**Run 1: port wiring**

Scale: 3 px per micron.
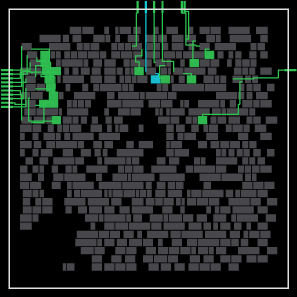
**Run 1: clock wires, drivers and flops**

Scale: 4 px per micron.
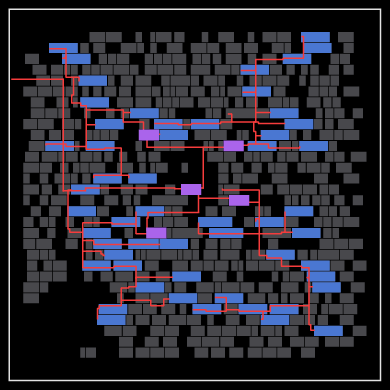
**Run 1: cell density map**

Scale: 4 px per micron. The die is cut into 9 by 9 equal tiles; dark blue is low, red is high, 0 to 100% covered.
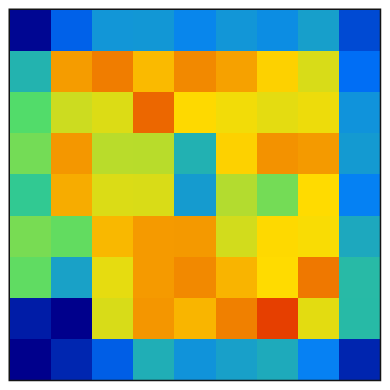
**src/rtl/proc_cache_switch_pkg.sv**
```systemverilog
// proc_cache_switch_pkg
// Shared types and constants for the processor/cache switch.
//   state_e       : transaction FSM states
//   MAX_N_CACHE   : largest supported number of cache ports
//   TIMEOUT_DATA  : fill pattern returned to the processor when a cache never answers
package proc_cache_switch_pkg;

  typedef enum logic [1:0] {
    IDLE   = 2'd0,
    SWITCH = 2'd1,
    BUSY   = 2'd2,
    RESP   = 2'd3
  } state_e;

  localparam int MAX_N_CACHE = 8;

  // Wide enough for any sensible DATA_W; users slice the low DATA_W bits.
  localparam logic [63:0] TIMEOUT_DATA = '1;

endpackage

```
**src/rtl/proc_cache_switch_if.sv**
```systemverilog
// proc_cache_switch_if
// Bundles the processor-side bus and the flattened cache-bank bus.
//   master modport : the environment (processor core + cache bank models)
//   slave  modport : the switch itself
// Processor side : proc_req, proc_WE, proc_Addr, proc_DataIn -> switch;
//                  proc_DataOut, proc_ack, proc_err <- switch
// Cache side     : cache_req, cache_WE, cache_Addr, cache_DataIn <- switch;
//                  cache_DataOut, cache_ack -> switch (slice i belongs to cache i)
interface proc_cache_switch_if #(
  parameter int DATA_W  = 16,
  parameter int ADDR_W  = 16,
  parameter int N_CACHE = 2
);
  import proc_cache_switch_pkg::*;

  logic                        proc_req;
  logic                        proc_WE;
  logic [ADDR_W-1:0]           proc_Addr;
  logic [DATA_W-1:0]           proc_DataIn;
  logic [DATA_W-1:0]           proc_DataOut;
  logic                        proc_ack;
  logic                        proc_err;

  logic [N_CACHE-1:0]          cache_req;
  logic [N_CACHE-1:0]          cache_WE;
  logic [N_CACHE*ADDR_W-1:0]   cache_Addr;
  logic [N_CACHE*DATA_W-1:0]   cache_DataIn;
  logic [N_CACHE*DATA_W-1:0]   cache_DataOut;
  logic [N_CACHE-1:0]          cache_ack;

  modport master (
    output proc_req, proc_WE, proc_Addr, proc_DataIn,
    input  proc_DataOut, proc_ack, proc_err,
    input  cache_req, cache_WE, cache_Addr, cache_DataIn,
    output cache_DataOut, cache_ack
  );

  modport slave (
    input  proc_req, proc_WE, proc_Addr, proc_DataIn,
    output proc_DataOut, proc_ack, proc_err,
    output cache_req, cache_WE, cache_Addr, cache_DataIn,
    input  cache_DataOut, cache_ack
  );

endinterface

```
**src/rtl/proc_cache_switch_wdog.sv**
```systemverilog
// proc_cache_switch_wdog
// Counts cycles spent waiting for a cache acknowledge and flags expiry.
// Only instantiated when PROC_CACHE_SWITCH_TIMEOUT_EN is defined.
//   clk, rst : clock and synchronous active-high reset
//   start    : pulse on the cycle the FSM enters BUSY (clears the count)
//   busy     : high while the FSM is in BUSY
//   expired  : high during the TIMEOUT_CYC-th BUSY cycle
module proc_cache_switch_wdog
  import proc_cache_switch_pkg::*;
#(
  parameter int TIMEOUT_CYC = 255
) (
  input  logic clk,
  input  logic rst,
  input  logic start,
  input  logic busy,
  output logic expired
);

  localparam int CNT_W = (TIMEOUT_CYC < 2) ? 1 : $clog2(TIMEOUT_CYC + 1);

  logic [CNT_W-1:0] cnt;

  // cnt holds the number of BUSY cycles already completed, so the
  // TIMEOUT_CYC-th cycle is the one where cnt == TIMEOUT_CYC-1.
  always_ff @(posedge clk) begin
    if (rst || start) begin
      cnt <= '0;
    end else if (busy && !expired) begin
      cnt <= cnt + CNT_W'(1);
    end
  end

  assign expired = busy && (cnt == CNT_W'(TIMEOUT_CYC - 1));

endmodule

```
**src/rtl/proc_cache_switch.sv**
```systemverilog
// proc_cache_switch
// Routes one processor bus to one of N_CACHE caches with registered
// request/acknowledge transactions. Cache-select changes are queued and
// applied only between transactions so an access never straddles caches.
// Optional watchdog: define PROC_CACHE_SWITCH_TIMEOUT_EN.
//   clk, rst      : clock and synchronous active-high reset
//   sel_req       : requested cache index, qualified by sel_req_valid
//   sel_active    : cache currently routed
//   sel_pending   : a switch is queued but not yet applied
//   bus (slave)   : processor bus and flattened cache-bank bus
module proc_cache_switch
  import proc_cache_switch_pkg::*;
#(
  parameter int DATA_W      = 16,
  parameter int ADDR_W      = 16,
  parameter int N_CACHE     = 2,
  parameter int SEL_W       = $clog2(N_CACHE),
  parameter int TIMEOUT_CYC = 255
) (
  input  logic               clk,
  input  logic               rst,
  input  logic [SEL_W-1:0]   sel_req,
  input  logic               sel_req_valid,
  output logic [SEL_W-1:0]   sel_active,
  output logic               sel_pending,
  proc_cache_switch_if.slave bus
);

  localparam logic [SEL_W:0] N_CACHE_L = (SEL_W + 1)'(N_CACHE);

  state_e            state, next_state;
  logic [SEL_W-1:0]  pending_sel;
  logic              sel_hit;
  logic              ack_sel;
  logic              expired;
  logic              start_busy;
  logic              capture_ack;
  logic              capture_to;
  logic              lat_we;
  logic [ADDR_W-1:0] lat_addr;
  logic [DATA_W-1:0] lat_data;
  logic [DATA_W-1:0] data_out_q;
  logic [DATA_W-1:0] rd_arr [N_CACHE];

  // Out-of-range indices are dropped here so they never reach the queue.
  assign sel_hit = sel_req_valid && ({1'b0, sel_req} < N_CACHE_L);
  assign ack_sel = bus.cache_ack[sel_active];

  // State register.
  always_ff @(posedge clk) begin
    if (rst) begin
      state <= IDLE;
    end else begin
      state <= next_state;
    end
  end

  // Next-state logic. An incoming strobe counts as pending in IDLE so that a
  // switch requested together with proc_req still wins over the access.
  always_comb begin
    next_state  = state;
    start_busy  = 1'b0;
    capture_ack = 1'b0;
    capture_to  = 1'b0;
    unique case (state)
      IDLE: begin
        if (sel_pending || sel_hit) begin
          next_state = SWITCH;
        end else if (bus.proc_req) begin
          next_state = BUSY;
          start_busy = 1'b1;
        end
      end
      SWITCH: next_state = IDLE;
      BUSY: begin
        if (ack_sel) begin
          next_state  = RESP;
          capture_ack = 1'b1;
        end else if (expired) begin
          next_state = RESP;
          capture_to = 1'b1;
        end
      end
      RESP:    next_state = IDLE;
      default: next_state = IDLE;
    endcase
  end

  // Switch queue: last valid strobe wins; the queued index is applied in
  // SWITCH, and a strobe landing in SWITCH keeps the queue armed.
  always_ff @(posedge clk) begin
    if (rst) begin
      pending_sel <= '0;
      sel_pending <= 1'b0;
      sel_active  <= '0;
    end else begin
      if (sel_hit) begin
        pending_sel <= sel_req;
        sel_pending <= 1'b1;
      end else if (state == SWITCH) begin
        sel_pending <= 1'b0;
      end
      if (state == SWITCH) begin
        sel_active <= pending_sel;
      end
    end
  end

  // Request capture: the processor holds these stable, but latching them
  // keeps the cache slice steady for the whole BUSY phase.
  always_ff @(posedge clk) begin
    if (rst) begin
      lat_we   <= 1'b0;
      lat_addr <= '0;
      lat_data <= '0;
    end else if (start_busy) begin
      lat_we   <= bus.proc_WE;
      lat_addr <= bus.proc_Addr;
      lat_data <= bus.proc_DataIn;
    end
  end

  // Read-data register: updated on every completion (reads and writes) and
  // on a watchdog expiry; otherwise it holds its last value.
  always_ff @(posedge clk) begin
    if (rst) begin
      data_out_q <= '0;
    end else if (capture_ack) begin
      data_out_q <= rd_arr[sel_active];
    end else if (capture_to) begin
      data_out_q <= TIMEOUT_DATA[DATA_W-1:0];
    end
  end

  // Per-cache slices: only the routed cache sees a request, and only in
  // BUSY, so WE/Addr/DataIn of every other slice stay zero.
  for (genvar g = 0; g < N_CACHE; g++) begin : g_slice
    logic hit;
    assign hit                                 = (state == BUSY) && (sel_active == SEL_W'(g));
    assign bus.cache_req[g]                    = hit;
    assign bus.cache_WE[g]                     = hit && lat_we;
    assign bus.cache_Addr[g*ADDR_W +: ADDR_W]  = hit ? lat_addr : '0;
    assign bus.cache_DataIn[g*DATA_W +: DATA_W] = hit ? lat_data : '0;
    assign rd_arr[g]                           = bus.cache_DataOut[g*DATA_W +: DATA_W];
  end

  assign bus.proc_ack     = (state == RESP);
  assign bus.proc_DataOut = data_out_q;

`ifdef PROC_CACHE_SWITCH_TIMEOUT_EN
  logic err_q;

  proc_cache_switch_wdog #(
    .TIMEOUT_CYC(TIMEOUT_CYC)
  ) u_wdog (
    .clk    (clk),
    .rst    (rst),
    .start  (start_busy),
    .busy   (state == BUSY),
    .expired(expired)
  );

  // Error flag remembers how the last access ended; exposed only with ack.
  always_ff @(posedge clk) begin
    if (rst) begin
      err_q <= 1'b0;
    end else if (capture_ack || capture_to) begin
      err_q <= capture_to;
    end
  end

  assign bus.proc_err = err_q && (state == RESP);
`else
  logic [31:0] unused_timeout_cyc;

  assign expired            = 1'b0;
  assign bus.proc_err       = 1'b0;
  assign unused_timeout_cyc = 32'(TIMEOUT_CYC);
`endif

endmodule
```
**src/flat_wrapper.sv**
```systemverilog
// flat-port wrapper written by rule: the top's interface ports become plain ports
module proc_cache_switch_flat import proc_cache_switch_pkg::*;
#(
  parameter int DATA_W      = 16,
  parameter int ADDR_W      = 16,
  parameter int N_CACHE     = 2,
  parameter int SEL_W       = $clog2(N_CACHE),
  parameter int TIMEOUT_CYC = 255
)
  (clk, rst, sel_req, sel_req_valid, sel_active, sel_pending, bus_proc_req, bus_proc_WE, bus_proc_Addr, bus_proc_DataIn, bus_proc_DataOut, bus_proc_ack, bus_proc_err, bus_cache_req, bus_cache_WE, bus_cache_Addr, bus_cache_DataIn, bus_cache_DataOut, bus_cache_ack);
  proc_cache_switch_if #(.DATA_W(DATA_W), .ADDR_W(ADDR_W), .N_CACHE(N_CACHE)) bus_i ();
  input  logic clk;
  input  logic rst;
  input  logic [SEL_W-1:0] sel_req;
  input  logic sel_req_valid;
  output logic [SEL_W-1:0] sel_active;
  output logic sel_pending;
  input wire logic [$bits(bus_i.proc_req)-1:0] bus_proc_req;
  input wire logic [$bits(bus_i.proc_WE)-1:0] bus_proc_WE;
  input wire logic [$bits(bus_i.proc_Addr)-1:0] bus_proc_Addr;
  input wire logic [$bits(bus_i.proc_DataIn)-1:0] bus_proc_DataIn;
  output wire logic [$bits(bus_i.proc_DataOut)-1:0] bus_proc_DataOut;
  output wire logic [$bits(bus_i.proc_ack)-1:0] bus_proc_ack;
  output wire logic [$bits(bus_i.proc_err)-1:0] bus_proc_err;
  output wire logic [$bits(bus_i.cache_req)-1:0] bus_cache_req;
  output wire logic [$bits(bus_i.cache_WE)-1:0] bus_cache_WE;
  output wire logic [$bits(bus_i.cache_Addr)-1:0] bus_cache_Addr;
  output wire logic [$bits(bus_i.cache_DataIn)-1:0] bus_cache_DataIn;
  input wire logic [$bits(bus_i.cache_DataOut)-1:0] bus_cache_DataOut;
  input wire logic [$bits(bus_i.cache_ack)-1:0] bus_cache_ack;
  assign bus_i.proc_req = bus_proc_req;
  assign bus_i.proc_WE = bus_proc_WE;
  assign bus_i.proc_Addr = bus_proc_Addr;
  assign bus_i.proc_DataIn = bus_proc_DataIn;
  assign bus_proc_DataOut = bus_i.proc_DataOut;
  assign bus_proc_ack = bus_i.proc_ack;
  assign bus_proc_err = bus_i.proc_err;
  assign bus_cache_req = bus_i.cache_req;
  assign bus_cache_WE = bus_i.cache_WE;
  assign bus_cache_Addr = bus_i.cache_Addr;
  assign bus_cache_DataIn = bus_i.cache_DataIn;
  assign bus_i.cache_DataOut = bus_cache_DataOut;
  assign bus_i.cache_ack = bus_cache_ack;
  proc_cache_switch #(.DATA_W(DATA_W), .ADDR_W(ADDR_W), .N_CACHE(N_CACHE), .SEL_W(SEL_W), .TIMEOUT_CYC(TIMEOUT_CYC)) u_core (.clk(clk), .rst(rst), .sel_req(sel_req), .sel_req_valid(sel_req_valid), .sel_active(sel_active), .sel_pending(sel_pending), .bus(bus_i));
endmodule
```
**config.mk**
```make
export PLATFORM = sky130hd
export DESIGN_NAME = proc_cache_switch_flat
export DESIGN_NICKNAME = d
export VERILOG_FILES = /design/src/rtl/proc_cache_switch_pkg.sv /design/src/rtl/proc_cache_switch_if.sv /design/src/rtl/proc_cache_switch_wdog.sv /design/src/rtl/proc_cache_switch.sv /design/src/flat_wrapper.sv
export SDC_FILE = /design/constraint.sdc
export NUM_CORES = 1
export LEC_CHECK = 0
export ABC_AREA = 0
export CORE_MARGIN = 3
export CORE_UTILIZATION = 39
export DETAILED_ROUTE_END_ITERATION = 6
export GPL_TIMING_DRIVEN = 0
export MAX_ROUTING_LAYER = met4
export PLACE_DENSITY = 0.92
export SYNTH_ARGS = -nofsm -noshare
export SYNTH_HDL_FRONTEND = slang
export SYNTH_SLANG_ARGS = --single-unit
export TNS_END_PERCENT = 30
```
**constraint.sdc**
```tcl
create_clock -name clk -period 1.7 [get_ports clk]
set_clock_uncertainty 0.05 [all_clocks]
set_input_delay 0.17 -clock clk [delete_from_list [all_inputs] [get_ports clk]]
set_output_delay 0.17 -clock clk [all_outputs]
set_load 0.02 [all_outputs]
```
==> flow_metrics.rpt, run 1 <==
PHYSICAL IMPLEMENTATION REPORT
----------------------------------------------------
[Pwr]
  Power in combinational cells ........................ 0.599 mW
  Power spent charging and discharging nets ........................ 0.733 mW
  Cell area power density ........................ 577 nW/um^2
  Clk network pwr share ........................ 30.5%
  Internal power consumption ........................ 2.09 mW

[Critical path]
  Kind of critical path ........................ reg -> out
  Critical path capture point ........................ bus_cache_DataIn[12]
  Endpoint class of the critical path ........................ output pin
  Worst path cell trace ........................ buf_6, and2b_2, buf_6, clkbuf_16, and2_4, buf_6

[Yosys]
  Seq/Total Area, Yosys ........................ 37.1%
  Top area cells in the synthesized netlist ........................ sky130_fd_sc_hd__dfxtp_1, sky130_fd_sc_hd__nand4b_1, sky130_fd_sc_hd__and2_1, sky130_fd_sc_hd__nand2b_1, sky130_fd_sc_hd__and3_1
  Post-synthesis adder-cell area fraction ........................ 0%
  Proportion of synthesized flip-flops having asynchronous set or reset ........................ 0%
  Post-synthesis cell type with the largest instance count ........................ sky130_fd_sc_hd__dfxtp_1
  Number of synthesized flops with an enable pin ........................ 0
  Synth Instances ........................ 328

[Finish]
  Non-clock buffering overhead in the final layout ........................ 38.4%
  Number of sequential storage elements ........................ 54
  Proportion of layout cells with a drive suffix above 1 ........................ 30.2%
  FF+latch area ........................ 1090 sq um
  Combinational fraction of the cell area ........................ 34.6%

[Hold path]
  Classification of the worst-slack hold path ........................ in -> reg

[Outcome]
  Run status ........................ complete, but fails checks
  Violations in the final reports ........................ setup timing

[Placed design]
  Inst Count DP ........................ 580
  Worst setup slack before clock tree synthesis ........................ -0.714 ns

[Final timing]
  Final Hold Vio Count ........................ 0
  Setup Viol. Count Final ........................ 43
  Final Cycle Share ........................ 108%
  Worst setup slack after layout ........................ -0.134 ns
  Maximum operating frequency ........................ 545 MHz

[Detailed routing]
  Tally of nets with antenna violations remaining after routing ........................ 0
  Met3 WL post-DR ........................ 587 microns
  Average detailed-routed wire length per instance ........................ 16.9 microns
  Pre-Repair DR Iteration Count ........................ 4

[Clock tree]
  Clock Sink Count ........................ 54

[Die]
  Site row count ........................ 30

----------------------------------------------------
-- 'port wiring' (at the start) --
legend:
  green:
    port: bus_proc_DataIn
    direction: input
    edge: 10 west, 5 north, 1 east
    end_cells: 16
    buffers: 16
    wire: 361 microns
  cyan:
    port: bus_proc_WE
    direction: input
    edge: north
    end_cells: 1
    buffers: 1
    wire: 23.8 microns

-- 'clock wires, drivers and flops' (at the start) --
legend:
  purple:
    item: cells driving clock nets
    count: 5
  blue:
    item: flip-flops
    count: 54
  red:
    item: clock wires
    length: 627 microns
routed clock nets: 6

-- 'cell density map' (at the start) --
nearly empty tiles: 3.7%
mean over tiles: 56%
tiles over 75% full: 33%

==> run 2, diff against run 1 <==
--- a/config.mk
+++ b/config.mk
@@ -11,7 +11,7 @@
 export DETAILED_ROUTE_END_ITERATION = 6
 export GPL_TIMING_DRIVEN = 0
 export MAX_ROUTING_LAYER = met4
-export PLACE_DENSITY = 0.92
+export PLACE_DENSITY = 0.88
 export SYNTH_ARGS = -nofsm -noshare
 export SYNTH_HDL_FRONTEND = slang
 export SYNTH_SLANG_ARGS = --single-unit
==> run 2 against run 1 <==
  * The flow still finishes with violations (setup timing)
  * Sequential share of layout area down 0.077 points
  * Final cell count down 0.17%
  * Sequential power about the same
  * Global-route usage up 0.32 points
  * Via count down 1.9%
  * Clock-buffer cell count up 2
  * Worst setup slack worse by 0.017 ns
  * First-iteration DRC count up 7.6%
  * Critical path type unchanged
  * Clock power down 4.1%
  * Hold slack better by 0.016 ns
  * Register-to-register slack worse by 0.04 ns
  * Fmax down 0.94%
  * Largest power group unchanged
==> flow_metrics.rpt, run 2 <==
PHYSICAL IMPLEMENTATION REPORT
----------------------------------------------------
[Finish]
  Non-clock buffer instance count of the final layout ........................ 204
  Non-clock buffering overhead in the final layout ........................ 38.1%
  Number of sequential storage elements ........................ 54
  Clock tree buffer count of the final layout ........................ 8
  FF+latch area ........................ 1090 sq um
  Proportion of layout cells with a drive suffix above 1 ........................ 31.1%

[Detailed routing]
  Average detailed-routed wire length per instance ........................ 17.3 microns
  Tally of nets with antenna violations remaining after routing ........................ 0
  Uppermost layer routed ........................ met4
  Met3 WL post-DR ........................ 509 microns
  Pre-Repair DR Iteration Count ........................ 4

[Critical path]
  Critical path capture point ........................ bus_cache_DataIn[11]
  Endpoint class of the critical path ........................ output pin
  Worst path cell trace ........................ nor2b_4, buf_6, and2b_4, clkbuf_16, and2_4, buf_6
  Slowest-stage cell, CP ........................ sky130_fd_sc_hd__dfxtp_4
  Kind of critical path ........................ reg -> out

[Placed design]
  Worst setup slack before clock tree synthesis ........................ -0.728 ns
  Placed wire-length estimate after detailed placement ........................ 7480 microns
  Inst Count DP ........................ 580

[Final timing]
  Total negative slack ........................ -4.43 ns
  Maximum operating frequency ........................ 540 MHz
  Final Cycle Share ........................ 109%
  Unrepaired setup endpoints after global routing ........................ true
  Worst setup slack after layout ........................ -0.151 ns
  Setup Viol. Count Final ........................ 51
  Final Hold Vio Count ........................ 0

[Yosys]
  Number of synthesized flops with an enable pin ........................ 0
  Post-synthesis cell type with the largest instance count ........................ sky130_fd_sc_hd__dfxtp_1
  Synth Instances ........................ 328
  Post-synthesis adder-cell area fraction ........................ 0%
  Yosys-reported design area after synthesis ........................ 2920 sq um
  Seq/Total Area, Yosys ........................ 37.1%
  Proportion of synthesized flip-flops having asynchronous set or reset ........................ 0%
  Top area cells in the synthesized netlist ........................ sky130_fd_sc_hd__dfxtp_1, sky130_fd_sc_hd__nand4b_1, sky130_fd_sc_hd__and2_1, sky130_fd_sc_hd__nand2b_1, sky130_fd_sc_hd__and3_1

[Pwr]
  Internal power consumption ........................ 2.06 mW
  Power in combinational cells ........................ 0.604 mW
  Largest power group ........................ registers

[Hold path]
  Classification of the worst-slack hold path ........................ in -> reg

[Clock tree]
  Clock Sink Count ........................ 54

[Outcome]
  Violations in the final reports ........................ setup timing
  Run status ........................ complete, but fails checks

[Die]
  Site row count ........................ 30

----------------------------------------------------
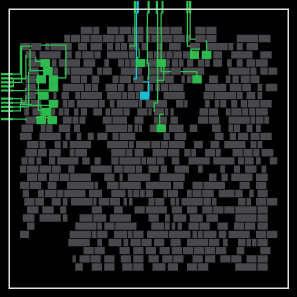
**Above:** run 2 (port wiring).
Scale: 3 px per micron.
legend:
  cyan:
    port: bus_proc_WE
    direction: input
    edge: north
    end_cells: 1
    buffers: 1
    wire: 31.6 microns
  green:
    port: bus_proc_DataIn
    direction: input
    edge: 10 west, 6 north
    end_cells: 16
    buffers: 16
    wire: 350 microns

No activity file was given, so power comes from the tool's default toggle rates.
